**config.mk**
```make
export PLATFORM = sky130hd
export DESIGN_NAME = instr_feed_unit
export DESIGN_NICKNAME = d
export VERILOG_FILES = /design/src/rtl/instr_feed_unit.sv
export SDC_FILE = /design/constraint.sdc
export NUM_CORES = 1
export LEC_CHECK = 0
export ABC_AREA = 1
export ABC_CLOCK_PERIOD_IN_PS = 2600
export CAP_MARGIN = 20
export CORE_MARGIN = 2
export CORE_UTILIZATION = 55
export CTS_CLUSTER_SIZE = 28
export DETAILED_ROUTE_END_ITERATION = 7
export PLACE_DENSITY = 0.76
export SKIP_LAST_GASP = 1
export SYNTH_ARGS = -nofsm -noshare
export SYNTH_HDL_FRONTEND = slang
export SYNTH_SLANG_ARGS = --single-unit
```
**constraint.sdc**
```tcl
create_clock -name Clock -period 2.6 [get_ports Clock]
set_input_delay 0.52 -clock Clock [delete_from_list [all_inputs] [get_ports Clock]]
set_output_delay 0.52 -clock Clock [all_outputs]
set_load 0.02 [all_outputs]
```
**src/rtl/instr_feed_unit.sv**
```systemverilog
// instr_feed_unit
//   Feeds instruction words from a small program memory into a multicycle
//   processor. One Run pulse goes out per issued instruction. An mvi also
//   presents its immediate word. The unit then waits for Done, or raises
//   Error if Done does not arrive within TIMEOUT wait cycles.
//
//   Ports
//     Clock       single clock, all state changes on its rising edge
//     Reset       synchronous active-high reset (program memory is kept)
//     Start       begin execution at address 0 (from IDLE, HALT or ERROR)
//     LoadEn      program-memory write enable (honoured in IDLE/HALT/ERROR)
//     LoadAddr    program-memory write address
//     LoadData    program-memory write data
//     Done        instruction-complete strobe from the processor
//     DIN         instruction / immediate word to the processor
//     Run         one-cycle run strobe per issued instruction
//     PC          current program-memory address
//     Busy        high in ISSUE, IMM, WAIT
//     Halted      high in HALT
//     Error       high in ERROR
//     InstrCount  Run pulses since the last Start, saturating at 255
//
//   state  | meaning
//   -------+-----------------------------------------------------------
//   IDLE   | out of reset, nothing running, memory writable
//   ISSUE  | present mem[PC]: halt opcode -> HALT, else pulse Run
//   IMM    | present the mvi immediate word at mem[PC]
//   WAIT   | hold last word on DIN, wait for Done with timeout
//   HALT   | halt opcode reached, memory writable, Start restarts
//   ERROR  | Done never arrived, memory writable, Start restarts

module instr_feed_unit #(
  parameter int ADDR_W  = 5,
  parameter int TIMEOUT = 16
) (
  input  logic              Clock,
  input  logic              Reset,
  input  logic              Start,
  input  logic              LoadEn,
  input  logic [ADDR_W-1:0] LoadAddr,
  input  logic [15:0]       LoadData,
  input  logic              Done,
  output logic [15:0]       DIN,
  output logic              Run,
  output logic [ADDR_W-1:0] PC,
  output logic              Busy,
  output logic              Halted,
  output logic              Error,
  output logic [7:0]        InstrCount
);

  localparam int DEPTH = 1 << ADDR_W;
  localparam int TMO_W = (TIMEOUT > 1) ? $clog2(TIMEOUT) : 1;

  // Timeout is a down-counter: loaded on WAIT entry, decremented on each
  // Done-less WAIT cycle. The WAIT cycle that finds it at zero is the
  // TIMEOUT-th such cycle.
  localparam logic [TMO_W-1:0]  TMO_LOAD = TMO_W'(TIMEOUT - 1);
  localparam logic [TMO_W-1:0]  TMO_ONE  = TMO_W'(1);
  localparam logic [ADDR_W-1:0] PC_ONE   = ADDR_W'(1);
  localparam logic [2:0]        OP_MVI   = 3'b001;
  localparam logic [2:0]        OP_HALT  = 3'b111;

  typedef enum logic [2:0] {
    S_IDLE,
    S_ISSUE,
    S_IMM,
    S_WAIT,
    S_HALT,
    S_ERROR
  } state_t;

  state_t            state_q, state_d;
  logic [ADDR_W-1:0] pc_q, pc_d;
  logic [7:0]        icnt_q, icnt_d;
  logic [TMO_W-1:0]  tmo_q, tmo_d;
  logic [15:0]       hold_q, hold_d;

  logic [15:0]       mem_q [DEPTH];
  logic [15:0]       rd_word;
  logic [2:0]        rd_op;
  logic              mem_we;

  assign rd_word = mem_q[pc_q];
  assign rd_op   = rd_word[8:6];

  always_comb begin
    state_d = state_q;
    pc_d    = pc_q;
    icnt_d  = icnt_q;
    tmo_d   = tmo_q;
    hold_d  = hold_q;
    DIN     = 16'h0000;
    Run     = 1'b0;
    mem_we  = 1'b0;

    case (state_q)
      S_IDLE, S_HALT, S_ERROR: begin
        mem_we = LoadEn;
        if (Start) begin
          pc_d    = '0;
          icnt_d  = 8'h00;
          state_d = S_ISSUE;
        end
      end

      S_ISSUE: begin
        if (rd_op == OP_HALT) begin
          state_d = S_HALT;
        end else begin
          DIN    = rd_word;
          Run    = 1'b1;
          hold_d = rd_word;
          pc_d   = pc_q + PC_ONE;
          if (icnt_q != 8'hFF) begin
            icnt_d = icnt_q + 8'd1;
          end
          if (rd_op == OP_MVI) begin
            state_d = S_IMM;
          end else begin
            state_d = S_WAIT;
            tmo_d   = TMO_LOAD;
          end
        end
      end

      S_IMM: begin
        // The immediate sits at the already-incremented PC, so an mvi at
        // the top address fetches its immediate from address 0.
        DIN    = rd_word;
        hold_d = rd_word;
        pc_d   = pc_q + PC_ONE;
        if (Done) begin
          state_d = S_ISSUE;
        end else begin
          state_d = S_WAIT;
          tmo_d   = TMO_LOAD;
        end
      end

      S_WAIT: begin
        DIN = hold_q;
        if (Done) begin
          state_d = S_ISSUE;
        end else if (tmo_q == '0) begin
          state_d = S_ERROR;
        end else begin
          tmo_d = tmo_q - TMO_ONE;
        end
      end

      default: begin
        state_d = S_IDLE;
      end
    endcase
  end

  always_ff @(posedge Clock) begin
    if (Reset) begin
      state_q <= S_IDLE;
      pc_q    <= '0;
      icnt_q  <= 8'h00;
      tmo_q   <= '0;
      hold_q  <= 16'h0000;
    end else begin
      state_q <= state_d;
      pc_q    <= pc_d;
      icnt_q  <= icnt_d;
      tmo_q   <= tmo_d;
      hold_q  <= hold_d;
    end
  end

  // Program memory has no reset so a program survives Reset; a write in
  // the reset cycle is dropped.
  always_ff @(posedge Clock) begin
    if (!Reset && mem_we) begin
      mem_q[LoadAddr] <= LoadData;
    end
  end

  assign PC         = pc_q;
  assign InstrCount = icnt_q;
  assign Busy       = (state_q == S_ISSUE) || (state_q == S_IMM) || (state_q == S_WAIT);
  assign Halted     = (state_q == S_HALT);
  assign Error      = (state_q == S_ERROR);

endmodule

```
### Close-up of the layout

Window x 90 to 115, y 90 to 115 um. Cells in grey, sequential cells in the stronger grey; small squares are vias.
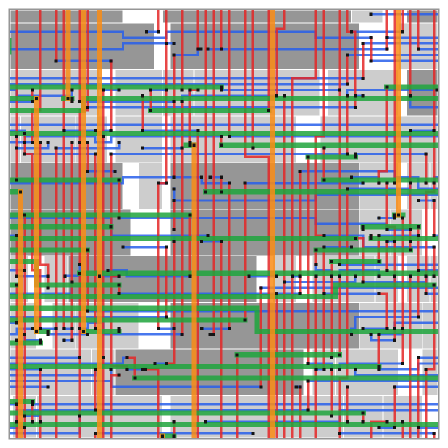
Orange shows met4. Green shows met3. Blue shows met1. Red shows met2.
Sequential cells in the window: 9. 42 logic cells have their middle in the window. Netlist names of flops here include `mem_q` (9). Most frequent: edfxtp_1 (9), nand2_1 (5).

### Placement by cell class

Scale: 2 px per um. Fill, decap, tap and diode cells in grey.
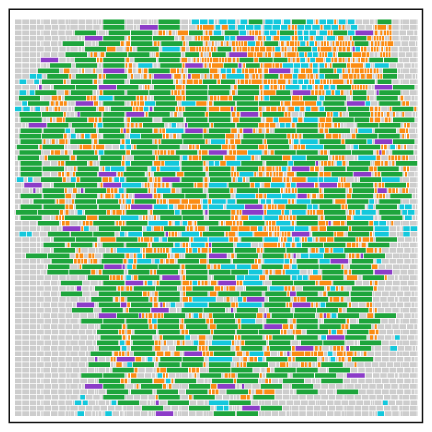
Orange shows all other logic, cells 1173, share of their area 23%. Purple shows clock drivers and dummy loads, cells 94, share of their area 5.9%. Green shows flip-flops, cells 553, share of their area 58%. Cyan shows other buffers and delay cells, cells 313, share of their area 13%.

==> flow_metrics.tcl <==
# metrics dict for downstream scripts
set metrics [dict create \
    cp-endpoint "DIN[5]" \
    n_tap_cell 525 \
    initCoreUtil_pct 56.0 \
    largest_area_cell "edfxtp_1" \
    worst_slack_ns -0.787 \
    routed_wl_um 71000 \
    tightest_slew_ns 0.688 \
    lay_top_cells "512 x edfxtp_1, 312 x nor2_1, 199 x nand2_1" \
    nMultiInputCombCells 1132 \
    violations "negative setup slack" \
    insertedDiodeCount 1 \
    grt_pass1_vias 16064 \
    drt_pre_antenna_iters 7 \
    root_buffer "clkbuf_16" \
    p_clk_mw 7.49 \
    place_hpwl_um 36500 \
    worstSetupEndpointType "primary output" \
    comb_share_pct 21.5 \
    grt.busiest_layer "met2" \
    critical_path.top_delay_family "simple AND/OR/NAND/NOR gates" \
    setup_viol 25 \
    core_area_um2 40000 \
    vdd_drop_max_mv 0.908 \
    status "complete, but fails checks" \
    rr_endpoint "state_q[0]$_SDFFE_PP0P_" \
    grt_max_degree 51 \
]
